**src/rtl/fetch_queue.sv**
```systemverilog
// fetch_queue: instruction-fetch front end feeding the IF/ID register.
// Issues sequential fetch addresses, with up to DEPTH requests in flight.
// Returned instructions are buffered in order and presented one per cycle.
// A redirect flushes the queue and discards every stale in-flight response.
//
// Ports:
//   clk, reset               clock, synchronous active-high reset
//   imem_req/imem_addr       fetch request (memory accepts every request)
//   imem_rvalid/imem_rdata   in-order responses, latency >= 1
//   stall                    decode stall, hold head entry
//   redirect/redirect_pc     flush and restart fetch at redirect_pc
//   out_valid/out_pc/out_instr  head entry ({0,0} when empty)
//   occupancy                entries currently queued
module fetch_queue #(
    parameter int          PC_W     = 9,
    parameter int          INS_W    = 32,
    parameter int          DEPTH    = 4,
    parameter int unsigned RESET_PC = 0
) (
    input  logic                       clk,
    input  logic                       reset,
    output logic                       imem_req,
    output logic [PC_W-1:0]            imem_addr,
    input  logic                       imem_rvalid,
    input  logic [INS_W-1:0]           imem_rdata,
    input  logic                       stall,
    input  logic                       redirect,
    input  logic [PC_W-1:0]            redirect_pc,
    output logic                       out_valid,
    output logic [PC_W-1:0]            out_pc,
    output logic [INS_W-1:0]           out_instr,
    output logic [$clog2(DEPTH):0]     occupancy
);
    localparam int AW = $clog2(DEPTH);
    localparam int CW = AW + 1;

    logic [PC_W-1:0]  r_fetch_pc;
    // PC of the next response that will be kept. Every kept response belongs
    // to the sequential run started at the last redirect/reset, so a counter
    // replaces a FIFO of issued addresses.
    logic [PC_W-1:0]  r_tag_pc;
    logic [AW-1:0]    r_head;
    logic [AW-1:0]    r_tail;
    logic [CW-1:0]    r_occ;
    logic [CW-1:0]    r_out;
    logic [CW-1:0]    r_drop;
    logic [PC_W-1:0]  r_q_pc  [DEPTH];
    logic [INS_W-1:0] r_q_ins [DEPTH];

    logic [CW:0]      w_credit;
    logic             w_issue;
    logic             w_rsp;
    logic             w_drop;
    logic             w_push;
    logic             w_pop;

    // Credits cover both queued entries and in-flight requests, so a
    // response always finds a free slot.
    assign w_credit  = {1'b0, r_occ} + {1'b0, r_out};
    assign w_issue   = !reset && !redirect && (w_credit < (CW+1)'(DEPTH));
    assign w_rsp     = imem_rvalid && (r_out != '0);
    assign w_drop    = w_rsp && (r_drop != '0);
    assign w_push    = w_rsp && !w_drop && !redirect;
    assign w_pop     = (r_occ != '0) && !stall && !redirect;

    assign imem_req  = w_issue;
    assign imem_addr = r_fetch_pc;
    assign occupancy = r_occ;
    assign out_valid = (r_occ != '0);
    assign out_pc    = out_valid ? r_q_pc[r_head]  : '0;
    assign out_instr = out_valid ? r_q_ins[r_head] : '0;

    always_ff @(posedge clk) begin
        if (reset) begin
            r_fetch_pc <= PC_W'(RESET_PC);
            r_tag_pc   <= PC_W'(RESET_PC);
            r_head     <= '0;
            r_tail     <= '0;
            r_occ      <= '0;
            r_out      <= '0;
            r_drop     <= '0;
        end else begin
            r_out <= r_out - CW'(w_rsp) + CW'(w_issue);
            if (redirect) begin
                r_fetch_pc <= redirect_pc;
                r_tag_pc   <= redirect_pc;
                r_head     <= '0;
                r_tail     <= '0;
                r_occ      <= '0;
                // Everything still in flight after this cycle is stale; the
                // response arriving now is already gated out of the push.
                r_drop     <= r_out - CW'(w_rsp);
            end else begin
                if (w_issue) r_fetch_pc <= r_fetch_pc + PC_W'(4);
                if (w_drop)  r_drop     <= r_drop - CW'(1);
                if (w_push) begin
                    r_tail   <= r_tail + AW'(1);
                    r_tag_pc <= r_tag_pc + PC_W'(4);
                end
                if (w_pop) r_head <= r_head + AW'(1);
                r_occ <= r_occ + CW'(w_push) - CW'(w_pop);
            end
        end
    end

    // Storage needs no reset: entries are only visible while counted.
    always_ff @(posedge clk) begin
        if (w_push) begin
            r_q_pc[r_tail]  <= r_tag_pc;
            r_q_ins[r_tail] <= imem_rdata;
        end
    end
endmodule
```
**config.mk**
```make
export PLATFORM = sky130hd
export DESIGN_NAME = fetch_queue
export DESIGN_NICKNAME = d
export VERILOG_FILES = /design/src/rtl/fetch_queue.sv
export SDC_FILE = /design/constraint.sdc
export NUM_CORES = 1
export LEC_CHECK = 0
export CORE_ASPECT_RATIO = 0.8
export CORE_MARGIN = 2
export CORE_UTILIZATION = 30
export CTS_BUF_LIST = sky130_fd_sc_hd__clkbuf_16
export DETAILED_ROUTE_END_ITERATION = 8
export HOLD_SLACK_MARGIN = 0.15
export PLACE_DENSITY = 0.58
export SETUP_SLACK_MARGIN = 0.15
export SYNTH_ARGS = -nofsm -noshare
export SYNTH_HDL_FRONTEND = slang
export SYNTH_SLANG_ARGS = --single-unit
```
**constraint.sdc**
```tcl
create_clock -name clk -period 3.15 [get_ports clk]
set_clock_uncertainty 0.05 [all_clocks]
set_input_delay 0.4725 -clock clk [delete_from_list [all_inputs] [get_ports clk]]
set_output_delay 0.4725 -clock clk [all_outputs]
set_load 0.01 [all_outputs]
```
==> run summary, run 1 <==
yosys + openroad results -> number of instances resized during post-cts repair=1, Final Cell Area=10100 sq um, Seq cells post-synth=197, number of warning messages in the logs=30, count of pins on the block boundary=101, Setup crit end kind=primary output, list of cells traversed by the critical path=ha_1 > nor3_2 > nand2_1 > nor2_1 > clkdlybuf4s50_1, Most flops, register=r_q_ins, worst setup path endpoint=imem_req, DRC viols=0, internal power contribution=4.62 mW, Switch Pwr=1.45 mW, Max Buffers Root-to-Sink=2, via density per instance=4.44, overall power consumption=6.07 mW, launch point of the worst hold path=imem_addr[1], warning count from the yosys run=0, count of buffers added by post-CTS timing repair for setup=3, largest net degree at the start of global routing=45, result of the run=finished, final reports clean, minimum clock period after layout=2.79 ns, number of enable flip-flop cells=164, sink count of the clock tree=197, Synth Area in Adders=2.78%, Post-Syn Area=7920 sq um, Routability Congestion=0.755, All-Layer GR Usage=12.3%, share of the core filled with cells=38.6%, clock insertion delay at the later pin of the skew report=0.43 ns, classification of the worst setup path=reg -> out, yosys stat chip area=7920 sq um, most common flop cell mapped by yosys=edfxtp_1, Site Rows=53, global-route wire length before repair=25000 um, Biggest consumer=registers, Synth Net Count=514, fmax=358 MHz, post-detail-place hpwl=10400 um, area growth from synthesis to layout=27.3%, cell with the biggest individual delay on the critical path=clkdlybuf4s50_1, Worst R2R End=occupancy[2], fraction of the core area occupied by cells at floorplan=30.3%, leakage component of the power=3.31 nW, main combinational cell family by area after synthesis=multiplexers, sequential share of the synthesized area=70.6%, most frequently placed logic cells in the final layout=164 x edfxtp_1, 100 x clkdlybuf4s50_1, 43 x nor2b_1, 41 x mux4_2, 28 x dfxtp_1, WP depth=5, Post-Synthesis Mean Instance Area=17.6 sq um, Net count, final=633, transition time of the tightest slew-check pin=0.474 ns, worst IR drop on VDD=0.372 mV, part of the total power dissipated in combinational logic=12.4%, deepest level of the CTS H-tree=4, Top cell excl fill/tap=edfxtp_1, Endpoint, Worst Hold=imem_addr[1], R2R cell count=14, critical path fanouts, max=4, Placed Area=9420 sq um, most numerous cell types in the synthesized netlist=164 x edfxtp_1, 43 x nor2b_1, 41 x mux4_2, 33 x dfxtp_1, 22 x inv_1, relative contribution of sequential cells to total power=50.0%
-- run 1: per-layer routing --
metal / up-vias / wire length, um / track usage (%) / share of wire (%)
met4: 0 / 103 / 2.83 / 0.64
met5: - / 0 / 0 / 0
li1: 1955 / - / - / -
met2: 101 / 7850 / 20.2 / 49
met1: 2105 / 7270 / 16.0 / 46
met3: 13 / 752 / 3.66 / 4.7
-- run 1: final cells by class --
type                            instances  area (sq um)
Inverter                               22          82.6
Tap cell                              357           447
Fill cell                            2452         16000
Multi-Input combinational cell        211          2150
Sequential cell                       197          5590
Timing Repair Buffer                  121          1180
Clock inverter                         15           203
Clock buffer                           17           425
-- run 1: tightest hold or removal path, cell delays in order, from the launching register on --
cell and delay [ns]:
dfxtp_1 0.31, nand2_1 0.05, a21oi_1 0.06
### Metal 1, run 1

Supply wires on this layer in gray.
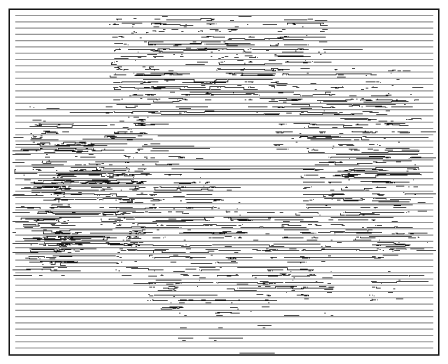
wire length on this layer: 7270 um
nets with wire on the layer: 573

### Metal 2, run 1

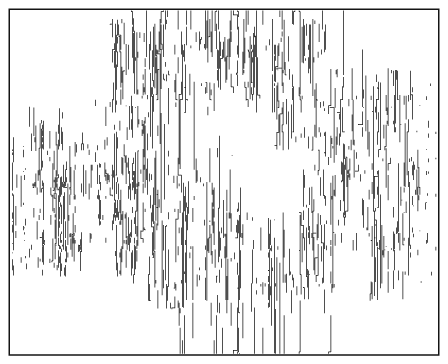
nets with wire on the layer: 559
longest straight run: 54.1 um
main direction: vertical
share of all routed wire: 49%
wire length on this layer: 7850 um
total routed wirelength: 16000 um
vias: 4174
fraction of met2 tracks used by global routing: 20.2%

### Metal 3, run 1

Bar = 50 um.
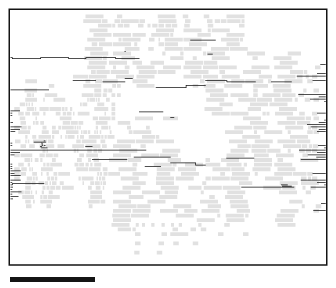
main direction: horizontal
longest straight run: 79.4 um
met3 Resource Use GR: 3.66%

### Clock routing, run 1

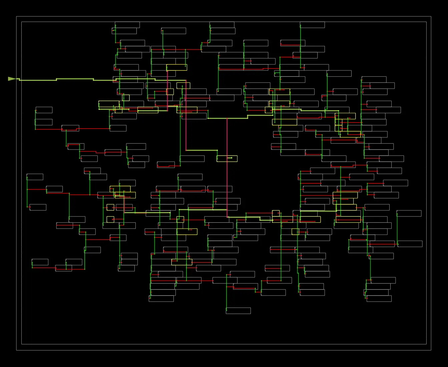

==> run 2, diff against run 1 <==
- MAX_ROUTING_LAYER: not set -> met4
- SKIP_CTS_REPAIR_TIMING: not set -> 1
### Clock routing, run 2

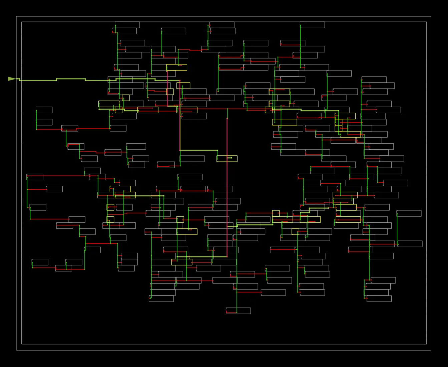
Seq Cell Count: 197
clock insertion delay at the later pin of the skew report: 0.43 ns

==> run summary, run 2 <==
yosys + openroad results -> result of the run=finished, final reports clean, largest net degree at the start of global routing=45, most common flop cell mapped by yosys=edfxtp_1, layout buffering overhead excluding clock cells=12.1%, Switch Pwr=1.46 mW, # clk buffers=17, global-route wire length before repair=24900 um, uppermost signal routing layer after detailed routing=met4, post-detail-place hpwl=10400 um, relative contribution of sequential cells to total power=49.9%, leakage component of the power=3.33 nW, critical path fanouts, max=6, sink count of the clock tree=197, routing layer with the top usage in global route=met2, Endpoint, Worst Hold=imem_addr[1], Signal buffers=126, Synth Area in Adders=2.78%, count of inserted tapcells=357, number of warning messages in the logs=31, TritonCTS clock tree=yes, Top cell excl fill/tap=edfxtp_1, list of cells traversed by the critical path=ha_1 > nand3_1 > nand2_1 > nor2_1 > clkdlybuf4s50_1, Synth Net Count=514, main combinational cell family by area after synthesis=multiplexers, Routability Congestion=0.765, fraction of area in clock buffers and inverters=6.21%, Seq cells post-synth=197, All-Layer GR Usage=12.6%, Post-Syn Area=7920 sq um, deepest level of the CTS H-tree=4, launch point of the worst hold path=imem_addr[1], detailed route wirelength on metal2=7820 um, Layout fillers=2459, number of combinational gates with multiple inputs=211, sw frac=24.0%, area growth from synthesis to layout=27.8%, worst IR drop on VDD=0.382 mV, part of the total power dissipated in combinational logic=12.4%, total negative setup slack=0 ns, met1 track utilization from global routing=16.0%, fmax=345 MHz, length of routed met3 wiring=793 um, met3 Resource Use GR=3.61%, sequential share of the synthesized area=70.6%, most frequently placed logic cells in the final layout=164 x edfxtp_1, 100 x clkdlybuf4s50_1, 43 x nor2b_1, 41 x mux4_2, 31 x dfxtp_1, internal power contribution=4.62 mW, Setup crit end kind=primary output, non-clock inverter total of the final layout=22, count of pins on the block boundary=101, Seq area share=55.3%, classification of the worst setup path=reg -> out, fraction of power consumed by the clock network=37.8%, via density per instance=4.44, multi-input logic area=2150 sq um, Net count, final=638, transition time of the tightest slew-check pin=0.472 ns, Most flops, register=r_q_ins, Buffers on Ports=100, yosys stat chip area=7920 sq um, Register Area=5590 sq um, minimum clock period after layout=2.90 ns, Site Rows=53, DRC viols=0, Post-Synthesis Mean Instance Area=17.6 sq um, cell with the biggest individual delay on the critical path=clkdlybuf4s50_1, Worst R2R End=occupancy[2], worst setup path endpoint=imem_req, multi-input gate share of total cell area=21.2%, fraction of the core area occupied by cells at floorplan=30.3%, cell class ranked first by area=flip-flops and latches, share of post-route cells with drive strength above 1=18.7%, R2R cell count=14, smallest hold slack=0.422 ns, most numerous cell types in the synthesized netlist=164 x edfxtp_1, 43 x nor2b_1, 41 x mux4_2, 33 x dfxtp_1, 22 x inv_1, Routed Antenna Nets=0, post-route met1 wirelength=7350 um, Max Buffers Root-to-Sink=2, warning count from the yosys run=0, number of enable flip-flop cells=164
### Metal 2, run 2

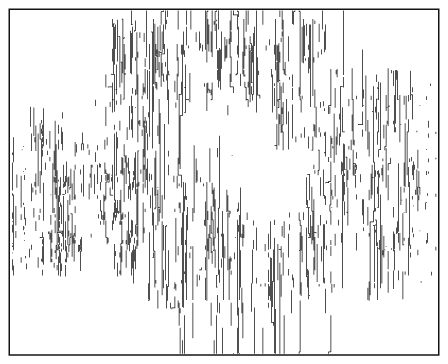
main direction: vertical
wire length on this layer: 7820 um
nets with wire on the layer: 563
longest straight run: 54.4 um
fraction of met2 tracks used by global routing: 20.1%
total routed wirelength: 16100 um
vias: 4196

==> run 2: power by group through the flow <==
stage	Sequential (mW)	Combinational [mW]	Clock [mW]
after CTS	3.04	0.761	2.35
after global routing	3.05	0.840	2.45
after detailed placement	3.09	0.755	0
after floorplan	3.08	0.441	0
after global placement	3.08	0.730	0
final	3.03	0.751	2.30
==> run 2: critical path: cells and delay by family, from the launching register on <==
family        cells  cell delay (ns)
flops             1             0.53
simple gates      3             0.55
buf+inv           1             0.58
fa+ha+maj         1             0.29
==> run 2: per-stage QoR <==
stage                     utilization (%)  setup slack, ns  total power, mW  area, sq um
after detailed placement             36.1            0.318             3.85         9420
final                                38.7            0.252             6.08        10100
after CTS                            38.5            0.107             6.14        10000
after global placement               36.1            0.384             3.81         9420
after global routing                 38.7            0.101             6.33        10100
after floorplan                         -            0.612             3.52         7920
### Metal 1, run 2

Supply wires on this layer in gray.
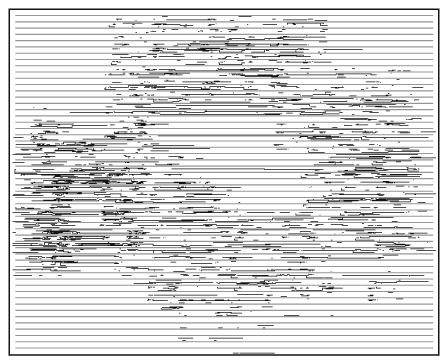

==> run 3, diff against run 2 <==
- CORE_ASPECT_RATIO: 0.8 -> 1.25
- CORE_UTILIZATION: 30 -> 50
- PLACE_DENSITY: 0.58 -> 0.82
### Metal 1, run 3

Supply wires on this layer in gray.
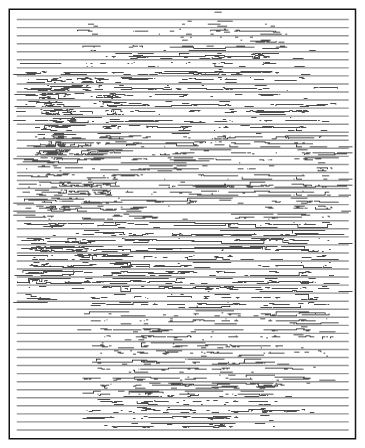
main direction: horizontal
longest straight run: 38.2 um
share of all routed wire: 40%
total routed wirelength: 14600 um
vias: 4242
met1 track utilization from global routing: 21.8%

### Clock routing, run 3

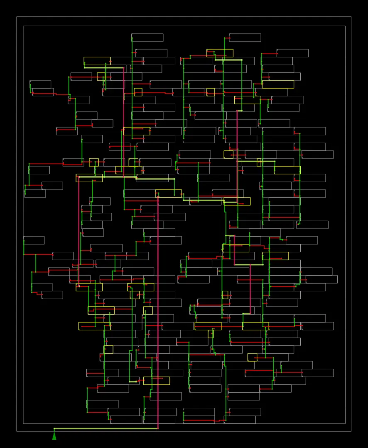
clock buffer count from CTS: 17
power dissipated in the clock network: 2.08 mW

==> run summary, run 3 <==
yosys + openroad results -> result of the run=finished, final reports clean, number of enable flip-flop cells=164, post-detail-place hpwl=9430 um, part of the total power dissipated in combinational logic=12.6%, Site Rows=51, Seq area share=56.5%, global-route wire length before repair=22900 um, list of cells traversed by the critical path=ha_1 > nand3_1 > nand2_1 > nor2_1 > clkdlybuf4s50_1, routing layer with the top usage in global route=met2, Net count, final=635, fraction of met2 tracks used by global routing=32.2%, sw frac=23.1%, All-Layer GR Usage=19.1%, main combinational cell family by area after synthesis=multiplexers, Seq cells post-synth=197, fmax=342 MHz, total negative setup slack=0 ns, via density per instance=5.32, Setup crit end kind=primary output, sequential share of the synthesized area=70.6%, Worst R2R End=occupancy[2], yosys stat chip area=7920 sq um, Most flops, register=r_q_ins, launch point of the worst hold path=imem_addr[1], deepest level of the CTS H-tree=4, Switch Pwr=1.35 mW, clock insertion delay at the later pin of the skew report=0.43 ns, area growth from synthesis to layout=24.9%, fraction of area in clock buffers and inverters=5.90%, most frequently placed logic cells in the final layout=164 x edfxtp_1, 100 x clkdlybuf4s50_1, 43 x nor2b_1, 41 x mux4_2, 31 x dfxtp_1, most common flop cell mapped by yosys=edfxtp_1, length of routed met3 wiring=440 um, DRC viols=0, warning count from the yosys run=0, Post-Syn Area=7920 sq um, fraction of power consumed by the clock network=35.6%, slack of the critical path=0.225 ns, Signal buffers=123, number of combinational gates with multiple inputs=211, leakage component of the power=3.29 nW, layout buffering overhead excluding clock cells=12.4%, largest net degree at the start of global routing=46, number of warning messages in the logs=31, multi-input logic area=2150 sq um, Max Buffers Root-to-Sink=2, Seq Cell Count=197, relative contribution of sequential cells to total power=51.8%, count of pins on the block boundary=101, Routability Congestion=0.806, worst setup path endpoint=imem_req, critical path fanouts, max=6
run 3: metrics by stage:
step / hold slack (ns) / utilization (%) / power, mW / cell area (sq um)
after floorplan: 0.410 / - / 3.52 / 7920
after global placement: 0.400 / 59.5 / 3.79 / 9260
after detailed placement: 0.400 / 59.5 / 3.83 / 9260
after CTS: 0.413 / 63.2 / 5.91 / 9840
after global routing: 0.430 / 63.5 / 6.08 / 9890
final: 0.412 / 63.5 / 5.85 / 9890
run 3: power by group through the flow:
stage	Clock [mW]	Sequential (mW)	Combinational [mW]
global route	2.22	3.04	0.818
floorplan	0	3.08	0.441
detailed placement	0	3.09	0.735
global placement	0	3.08	0.705
CTS	2.13	3.03	0.742
finish	2.08	3.03	0.735
Power and IR drop assume default switching activity.
